File: config.mk
export PLATFORM = sky130hd
export DESIGN_NAME = alu_seq_core
export DESIGN_NICKNAME = d
export VERILOG_FILES = /design/src/rtl/alu_seq_core.sv
export SDC_FILE = /design/constraint.sdc
export NUM_CORES = 1
export LEC_CHECK = 0
export CORE_ASPECT_RATIO = 0.75
export CORE_MARGIN = 2
export CORE_UTILIZATION = 52
export DETAILED_ROUTE_END_ITERATION = 10
export MAX_ROUTING_LAYER = met4
export PLACE_DENSITY = 0.75
export REMOVE_ABC_BUFFERS = 1
export SLEW_MARGIN = 20
export SYNTH_ARGS = -nofsm -noshare
export SYNTH_HDL_FRONTEND = slang
export SYNTH_SLANG_ARGS = --single-unit
File: constraint.sdc
create_clock -name clk -period 4.15 [get_ports clk]
set_clock_uncertainty 0.2 [all_clocks]
set_input_delay 0.6225 -clock clk [delete_from_list [all_inputs] [get_ports clk]]
set_output_delay 0.6225 -clock clk [all_outputs]
set_load 0.05 [all_outputs]
File: src/rtl/alu_seq_core.sv
// alu_seq_core: registered WIDTH-bit ALU with valid/ready handshakes,
// a sticky carry for multi-word ADC/SBB chains, full status flags and an
// iterative (one shift-add step per cycle) unsigned multiplier.
//
// Ports:
//   clk, rst_n            rising-edge clock, asynchronous active-low reset
//   in_valid / in_ready   input handshake for a, b, op
//   a, b                  WIDTH-bit operands
//   op                    4-bit opcode (0-7 legacy, 8-12 extended, 13-15 reserved)
//   out_valid / out_ready output handshake for result and flags
//   result, result_hi     result (MUL: low/high product halves; hi=0 otherwise)
//   carry, zero, neg, ovf status flags for the held result
module alu_seq_core #(
    parameter int WIDTH = 8
) (
    input  logic             clk,
    input  logic             rst_n,
    input  logic             in_valid,
    output logic             in_ready,
    input  logic [WIDTH-1:0] a,
    input  logic [WIDTH-1:0] b,
    input  logic [3:0]       op,
    output logic             out_valid,
    input  logic             out_ready,
    output logic [WIDTH-1:0] result,
    output logic [WIDTH-1:0] result_hi,
    output logic             carry,
    output logic             zero,
    output logic             neg,
    output logic             ovf
);

    localparam int MSB = WIDTH - 1;
    localparam int CW  = (WIDTH > 2) ? $clog2(WIDTH) : 1;

    typedef enum logic {S_IDLE, S_MUL} state_e;

    typedef enum logic [3:0] {
        OP_ADD  = 4'd0,  OP_SUB = 4'd1,  OP_AND = 4'd2,  OP_OR  = 4'd3,
        OP_XOR  = 4'd4,  OP_SHL = 4'd5,  OP_SHR = 4'd6,  OP_ADD2 = 4'd7,
        OP_ADC  = 4'd8,  OP_SBB = 4'd9,  OP_SAR = 4'd10, OP_ROL = 4'd11,
        OP_MUL  = 4'd12
    } op_e;

    state_e             state, state_next;
    logic [CW-1:0]      cnt;
    logic [2*WIDTH-1:0] mcand;
    logic [WIDTH-1:0]   mplier;
    logic [2*WIDTH-1:0] acc;
    logic [2*WIDTH-1:0] acc_next;
    logic               c_flag;

    logic               accept;
    logic               is_mul;
    logic               mul_done;
    logic               mul_start;
    logic               wr_single;
    logic               wr_mul;

    logic [WIDTH-1:0]   bb;
    logic               cin;
    logic               arith;
    logic [WIDTH:0]     sum;
    logic [WIDTH-1:0]   sc_res;
    logic               sc_carry;
    logic               sc_ovf;

    assign in_ready = (state == S_IDLE) && (!out_valid || out_ready);
    assign accept   = in_valid && in_ready;
    assign is_mul   = (op_e'(op) == OP_MUL);
    assign mul_done = (cnt == CW'(WIDTH - 1));
    assign acc_next = acc + (mplier[0] ? mcand : '0);

    // Single-cycle datapath. All add/sub variants share one WIDTH+1 bit adder:
    // subtraction inverts b, and the carry-in is 1 (SUB) or the sticky C (ADC/SBB).
    always_comb begin
        bb       = b;
        cin      = 1'b0;
        arith    = 1'b0;
        sc_res   = '0;
        sc_carry = 1'b0;
        sc_ovf   = 1'b0;
        case (op_e'(op))
            OP_ADD, OP_ADD2: arith = 1'b1;
            OP_SUB: begin bb = ~b; cin = 1'b1;   arith = 1'b1; end
            OP_ADC: begin          cin = c_flag; arith = 1'b1; end
            OP_SBB: begin bb = ~b; cin = c_flag; arith = 1'b1; end
            OP_AND: sc_res = a & b;
            OP_OR:  sc_res = a | b;
            OP_XOR: sc_res = a ^ b;
            OP_SHL: begin sc_res = {a[MSB-1:0], 1'b0};  sc_carry = a[MSB]; end
            OP_SHR: begin sc_res = {1'b0, a[MSB:1]};    sc_carry = a[0];   end
            OP_SAR: begin sc_res = {a[MSB], a[MSB:1]};  sc_carry = a[0];   end
            OP_ROL: begin sc_res = {a[MSB-1:0], a[MSB]}; sc_carry = a[MSB]; end
            default: ;
        endcase
        sum = {1'b0, a} + {1'b0, bb} + {{WIDTH{1'b0}}, cin};
        if (arith) begin
            sc_res   = sum[MSB:0];
            sc_carry = sum[WIDTH];
            sc_ovf   = (a[MSB] == bb[MSB]) && (sum[MSB] != a[MSB]);
        end
    end

    always_ff @(posedge clk or negedge rst_n) begin
        if (!rst_n) state <= S_IDLE;
        else        state <= state_next;
    end

    always_comb begin
        state_next = state;
        mul_start  = 1'b0;
        wr_single  = 1'b0;
        wr_mul     = 1'b0;
        case (state)
            S_IDLE: begin
                if (accept) begin
                    if (is_mul) begin
                        mul_start  = 1'b1;
                        state_next = S_MUL;
                    end else begin
                        wr_single = 1'b1;
                    end
                end
            end
            S_MUL: begin
                if (mul_done) begin
                    wr_mul     = 1'b1;
                    state_next = S_IDLE;
                end
            end
            default: state_next = S_IDLE;
        endcase
    end

    always_ff @(posedge clk or negedge rst_n) begin
        if (!rst_n) begin
            cnt       <= '0;
            mcand     <= '0;
            mplier    <= '0;
            acc       <= '0;
            c_flag    <= 1'b0;
            out_valid <= 1'b0;
            result    <= '0;
            result_hi <= '0;
            carry     <= 1'b0;
            zero      <= 1'b0;
            neg       <= 1'b0;
            ovf       <= 1'b0;
        end else begin
            if (mul_start) begin
                mcand  <= {{WIDTH{1'b0}}, a};
                mplier <= b;
                acc    <= '0;
                cnt    <= '0;
            end else if (state == S_MUL) begin
                // Multiplicand moves left while the multiplier is consumed LSB first.
                acc    <= acc_next;
                mcand  <= mcand << 1;
                mplier <= mplier >> 1;
                cnt    <= mul_done ? '0 : cnt + 1'b1;
            end

            if (wr_single) begin
                result    <= sc_res;
                result_hi <= '0;
                carry     <= sc_carry;
                zero      <= (sc_res == '0);
                neg       <= sc_res[MSB];
                ovf       <= sc_ovf;
                c_flag    <= sc_carry;
            end else if (wr_mul) begin
                result    <= acc_next[MSB:0];
                result_hi <= acc_next[2*WIDTH-1:WIDTH];
                carry     <= |acc_next[2*WIDTH-1:WIDTH];
                zero      <= (acc_next == '0);
                neg       <= acc_next[2*WIDTH-1];
                ovf       <= 1'b0;
                c_flag    <= |acc_next[2*WIDTH-1:WIDTH];
            end

            // A result written this edge wins over consumption of the previous one.
            if (wr_single || wr_mul) out_valid <= 1'b1;
            else if (out_ready)      out_valid <= 1'b0;
        end
    end

endmodule
==> report_table.html <==
<p>Metrics extracted from the flow reports.</p>
<table>
<tr><th>Metric</th><th>Value</th></tr>
<tr><th colspan="2">Clocking</th></tr>
<tr><td>TritonCTS clock tree</td><td>built</td></tr>
<tr><td>Register clock-pin slew on the reported worst setup and hold paths</td><td>0.06 ns</td></tr>
<tr><td>Number of buffers inserted during clock tree synthesis</td><td>9</td></tr>
<tr><td>Post-CTS repair timing setup buffer count</td><td>0</td></tr>
<tr><td>Latest clock arrival within the worst-skew pair</td><td>0.33 ns</td></tr>
<tr><td>Deepest level of the CTS H-tree</td><td>3</td></tr>
<tr><td>CTS max path bufs</td><td>2</td></tr>
<tr><td>Clk Tree Root Cell</td><td>clkbuf_16</td></tr>
<tr><td>Quantity of hold-fixing buffers added after cts</td><td>0</td></tr>
<tr><td>Post-cts resize count</td><td>0</td></tr>
<tr><td>Clock tree sinks</td><td>65</td></tr>
<tr><th colspan="2">Power</th></tr>
<tr><td>PwrDens</td><td>591 nW/um^2</td></tr>
<tr><td>Design internal power</td><td>~0.0020 W</td></tr>
<tr><td>Worst vdd rail ir drop</td><td>0.327 mV</td></tr>
<tr><td>Leakage Power</td><td>2.58 nW</td></tr>
<tr><td>Switch share</td><td>0.432</td></tr>
<tr><td>Share of total power in the clock network</td><td>0.218</td></tr>
<tr><td>P_sw</td><td>0.00148 W</td></tr>
<tr><td>Power, Total</td><td>~0.0034 W</td></tr>
<tr><td>Share of total power in combinational logic</td><td>0.479</td></tr>
<tr><td>Power share of the sequential group</td><td>0.303</td></tr>
<tr><th colspan="2">Yosys</th></tr>
<tr><td>Synth Area per Inst</td><td>slightly below 9 sq um</td></tr>
<tr><td>Count of synthesis-stage warnings from yosys</td><td>0</td></tr>
<tr><td>Number of synthesized register bits</td><td>65</td></tr>
<tr><td>Post-synth ARST share</td><td>1.00</td></tr>
<tr><td>Synth top area share</td><td>0.330</td></tr>
<tr><td>Count of instantiated cells in the yosys netlist</td><td>557</td></tr>
<tr><td>Post-synthesis share of cell area spent on full adders, half adders and majority gates</td><td>0.114</td></tr>
<tr><td>Area leader, netlist</td><td>dfrtp_1</td></tr>
<tr><td>Number of synthesized flops with an enable pin</td><td>0</td></tr>
<tr><td>Dominant register cell</td><td>dfrtp_1</td></tr>
<tr><td>Main area contributors</td><td>dfrtp_1 (33%), ha_1 (10%), nand2_1 (5.6%), o21ai_0 (4.9%), mux2i_1 (4.7%)</td></tr>
<tr><td>Sequential share of the synthesized area</td><td>0.330</td></tr>
<tr><td>XOR-XNOR Cells, Area Fraction</td><td>0.0445</td></tr>
<tr><td>Main kind of combinational logic by area</td><td>AND-OR/OR-AND gates</td></tr>
<tr><td>Mux share of post-synthesis cell area</td><td>0.0491</td></tr>
<tr><td>Post-synthesis share of cell area spent on and-or and or-and gates</td><td>0.214</td></tr>
<tr><td>Count of unique library cells instantiated by Yosys</td><td>76</td></tr>
<tr><td>Area of the mapped netlist</td><td>4920 sq um</td></tr>
<tr><td>Simple logic cell fraction of the synthesized area</td><td>0.203</td></tr>
<tr><td>YS chip area</td><td>4920 sq um</td></tr>
<tr><td>Gate Count Post-Synth</td><td>557</td></tr>
<tr><th colspan="2">Finish</th></tr>
<tr><td>Diodes inserted</td><td>0</td></tr>
<tr><td>Logic area</td><td>3070 sq um</td></tr>
<tr><td>Share of cells above drive strength 1</td><td>0.0860</td></tr>
<tr><td>Count of filler cells inserted in the layout</td><td>793</td></tr>
<tr><td>Most common logic cell in the routed design</td><td>nand2_1</td></tr>
<tr><td>Post-route core utilization</td><td>0.637</td></tr>
<tr><td>Most used cells in the layout excluding fill and tap cells</td><td>nand2_1 (74), dfrtp_1 (64), o21ai_0 (48), nor2_1 (47), clkdlybuf4s50_1 (44)</td></tr>
<tr><td>Number of nets in the layout</td><td>approximately 670</td></tr>
<tr><td>Signed area change from the synthesized netlist to the final layout</td><td>18.1%</td></tr>
<tr><td>Register Area</td><td>1630 sq um</td></tr>
<tr><th colspan="2">Final timing</th></tr>
<tr><td>Number of hold violations in the final report</td><td>0</td></tr>
<tr><td>Max Slew Vio Count</td><td>0</td></tr>
<tr><td>Final critical-path share of the clock period</td><td>0.891</td></tr>
<tr><td>Setup tns final</td><td>0 ns</td></tr>
<tr><td>Slew HR</td><td>0.413</td></tr>
<tr><td>Slew of the pin with the lowest slew margin</td><td>0.880 ns</td></tr>
<tr><td># setup viols final</td><td>0</td></tr>
<tr><td>Setup repair after global routing missed its margin</td><td>false</td></tr>
<tr><td>Fmax achieved</td><td>~0.27 GHz</td></tr>
<tr><td>Minimum setup slack in the final design</td><td>0.454 ns</td></tr>
<tr><td>Final worst path period need</td><td>~3.7 ns</td></tr>
<tr><th colspan="2">Placed design</th></tr>
<tr><td>Detailed placer's ending HPWL</td><td>10,500 um</td></tr>
<tr><td>Pre-CTS WS</td><td>0.163 ns</td></tr>
<tr><td>GPL Wtd Cong</td><td>1.02</td></tr>
<tr><th colspan="2">Die</th></tr>
<tr><td>Height of the chip</td><td>roughly 88 um</td></tr>
<tr><td>Die footprint</td><td>10,300 sq um</td></tr>
<tr><td>Number of rows created at floorplan</td><td>30</td></tr>
<tr><td>Area of the core region</td><td>9120 sq um</td></tr>
<tr><td>Floorplan Utilization</td><td>0.540</td></tr>
<tr><td>Die X</td><td>between 100 and 150 um</td></tr>
<tr><th colspan="2">Detailed routing</th></tr>
<tr><td>WL met2</td><td>5480 um</td></tr>
<tr><td>Starting DRT DRC Count</td><td>~450</td></tr>
<tr><td>Top routing layer in use</td><td>met4</td></tr>
<tr><td>Vias after detailed routing</td><td>4,449</td></tr>
<tr><td>Antenna Violating Nets Remaining</td><td>0</td></tr>
<tr><td>Via density per instance</td><td>6.07</td></tr>
<tr><td>Routed metal-1 wire length</td><td>6960 um</td></tr>
<tr><td>Amount of wire on met3 after detailed routing</td><td>around 1200 um</td></tr>
<tr><td>Post-route DRC violation count</td><td>0</td></tr>
<tr><td>Pre-Repair DR Iteration Count</td><td>5</td></tr>
<tr><th colspan="2">Setup path</th></tr>
<tr><td>Crit path required time</td><td>4.16 ns</td></tr>
<tr><td>Largest fanout of any net on the critical path</td><td>9</td></tr>
<tr><td>Worst EP arrival</td><td>3.71 ns</td></tr>
<tr><td>Kind of critical path</td><td>in2reg</td></tr>
<tr><td>CP Capture Type</td><td>flip-flop</td></tr>
<tr><td>Sort of element at the start of the critical path</td><td>primary input</td></tr>
<tr><th colspan="2">Hold path</th></tr>
<tr><td>Path category of the worst min-delay check</td><td>in2async</td></tr>
<tr><th colspan="2">Global routing</th></tr>
<tr><td>Maximum number of pins on one net before global-route repair</td><td>54</td></tr>
<tr><td>Antenna violations before repair</td><td>0</td></tr>
<tr><td>Total gr overflow</td><td>0</td></tr>
<tr><td>Number of global-route vias before repair</td><td>4,064</td></tr>
<tr><td>Wire length of the first global-routing pass</td><td>22,100 um</td></tr>
<tr><td>Total global-route track usage</td><td>0.291</td></tr>
<tr><th colspan="2">Run status</th></tr>
<tr><td>Outcome</td><td>finished, final reports clean</td></tr>
<tr><th colspan="2">Run</th></tr>
<tr><td>Tool warning count</td><td>33</td></tr>
<tr><td>Max-capacitance violation count</td><td>0</td></tr>
</table>
-- cell type report --
class                   instances  share of cell area
repair buffers                 61              0.0973
inverters                      24              0.0155
clock buffers                  10              0.0394
multi-input cells             439               0.529
flip-flops and latches         65               0.280
well taps                     128              0.0275
clock inverters                 6              0.0116
-- cells by family after synthesis --
| family | count (synthesis) |
|---|---|
| adders and majority gates | 43 |
| buffers and inverters | 53 |
| muxes | 24 |
| and+or+nand+nor | 203 |
| DFF | 65 |
| xor gates and xnor gates | 25 |
| AOI/OAI and AO/OA | 144 |
-- cell usage after synthesis, types with 3 or more instances --
cell type  instances
a211o_1            3
a211oi_1           5
a21o_1             3
a21oi_1           13
a221oi_1           6
a22o_1             6
a22oi_1           13
and2_1            18
buf_1              3
buf_2             10
clkbuf_1          13
dfrtp_1           65
fa_1               3
ha_1              40
inv_1             23
mux2i_1           23
nand2_1           74
nand2b_1           5
nand3_1           16
nand3b_1           5
nand4_1            3
nor2_1            48
nor2b_1            6
nor3_1             4
o2111a_1           4
o21ai_0           48
o22ai_1            3
o31ai_1            5
or3_1              3
xnor2_1           18
xor2_1             7
-- registers in the layout, indices dropped and copies added, names as in the netlist --
name,flops
state,1
mplier,8
mcand,16
out_valid,1
cnt,3
neg,1
acc,16
ovf,1
c_flag,1
zero,1
result,8
result_hi,8
-- metrics by stage --
| step | hold slack, ns | instances | cell area [sq um] |
|---|---|---|---|
| CTS | 0.0549 | 733 | 5810 |
| floorplan | 0.127 | 528 | 4790 |
| detailed placement | 0.294 | 717 | 5520 |
| finish | 0.0517 | 733 | 5810 |
| global route | 0.0795 | 733 | 5810 |
| global placement | 0.283 | 717 | 5520 |
-- worst max-delay path, cell delays in order --
cell and delay (ns):
clkdlybuf4s50_1 0.65, and2_1 0.21, buf_4 0.19, xnor2_1 0.19, ha_1 0.29, nor2b_1 0.14, o31ai_1 0.26, a21oi_1 0.20
a2111oi_0 0.47, a211o_1 0.21, o41ai_2 0.09, a41o_1 0.21
-- power by group through the flow --
stage | combinational [W] | clock, W | sequential (W)
after floorplan | 0.000885 | 0 | 0.00127
after global placement | 0.00159 | 0 | 0.00104
after detailed placement | 0.00162 | 0 | 0.00105
after CTS | 0.00163 | 0.000759 | 0.00104
after global routing | 0.00179 | 0.000789 | 0.00107
final | 0.00165 | 0.000750 | 0.00104
-- final timing paths --
check                              from            to  cells after the start  slack, ns
max reg2reg                   mplier[0]        c_flag                     10       0.55
min reg2reg                result_hi[3]  result_hi[3]                      1       0.30
max                               op[0]          zero                     12       0.45
min in group clk           result_hi[3]  result_hi[3]                      1       0.30
max in group asynchronous         rst_n         state                      2       2.72
min                               rst_n  result_hi[2]                      1       0.05
-- metal layers --
| layer | up-vias | GRT usage |
|---|---|---|
| met1 | 2168 | 0.452 |
| met2 | 186 | 0.381 |
| met5 | - | - |
| met4 | 0 | 0.0487 |
| li1 | 2088 | - |
| met3 | 7 | 0.0726 |
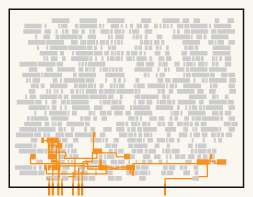
io_fan.png
Drawn at 2 px/um.
Key: orange = b [bits 8, direction input, edge bottom, end cells 24, wire 430 um]
total of buffers placed on input and output ports: 45
total I/O pin count: 46

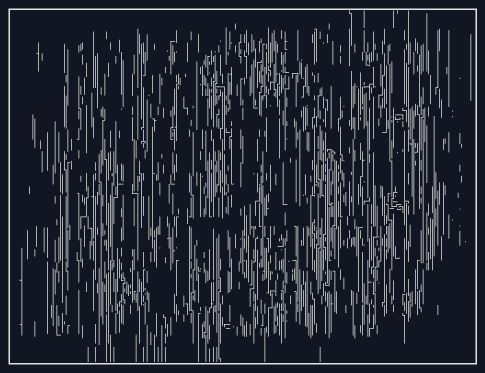
layer_met2.png
Drawn at 4 px/um.
550 nets have wire on it. The layer holds 40% of the routed length.

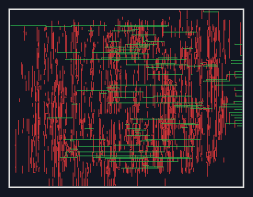
wires.png
Drawn at 2 px/um. Two of the layers only.
Key: green = metal 3 [wire length 1,230 um]; red = metal 2 [wire length 5,480 um]
average wire length per cell after detail routing: 18.7 um
total length of routed wires: 13,700 um

Power is estimated from default activity; no workload was simulated.
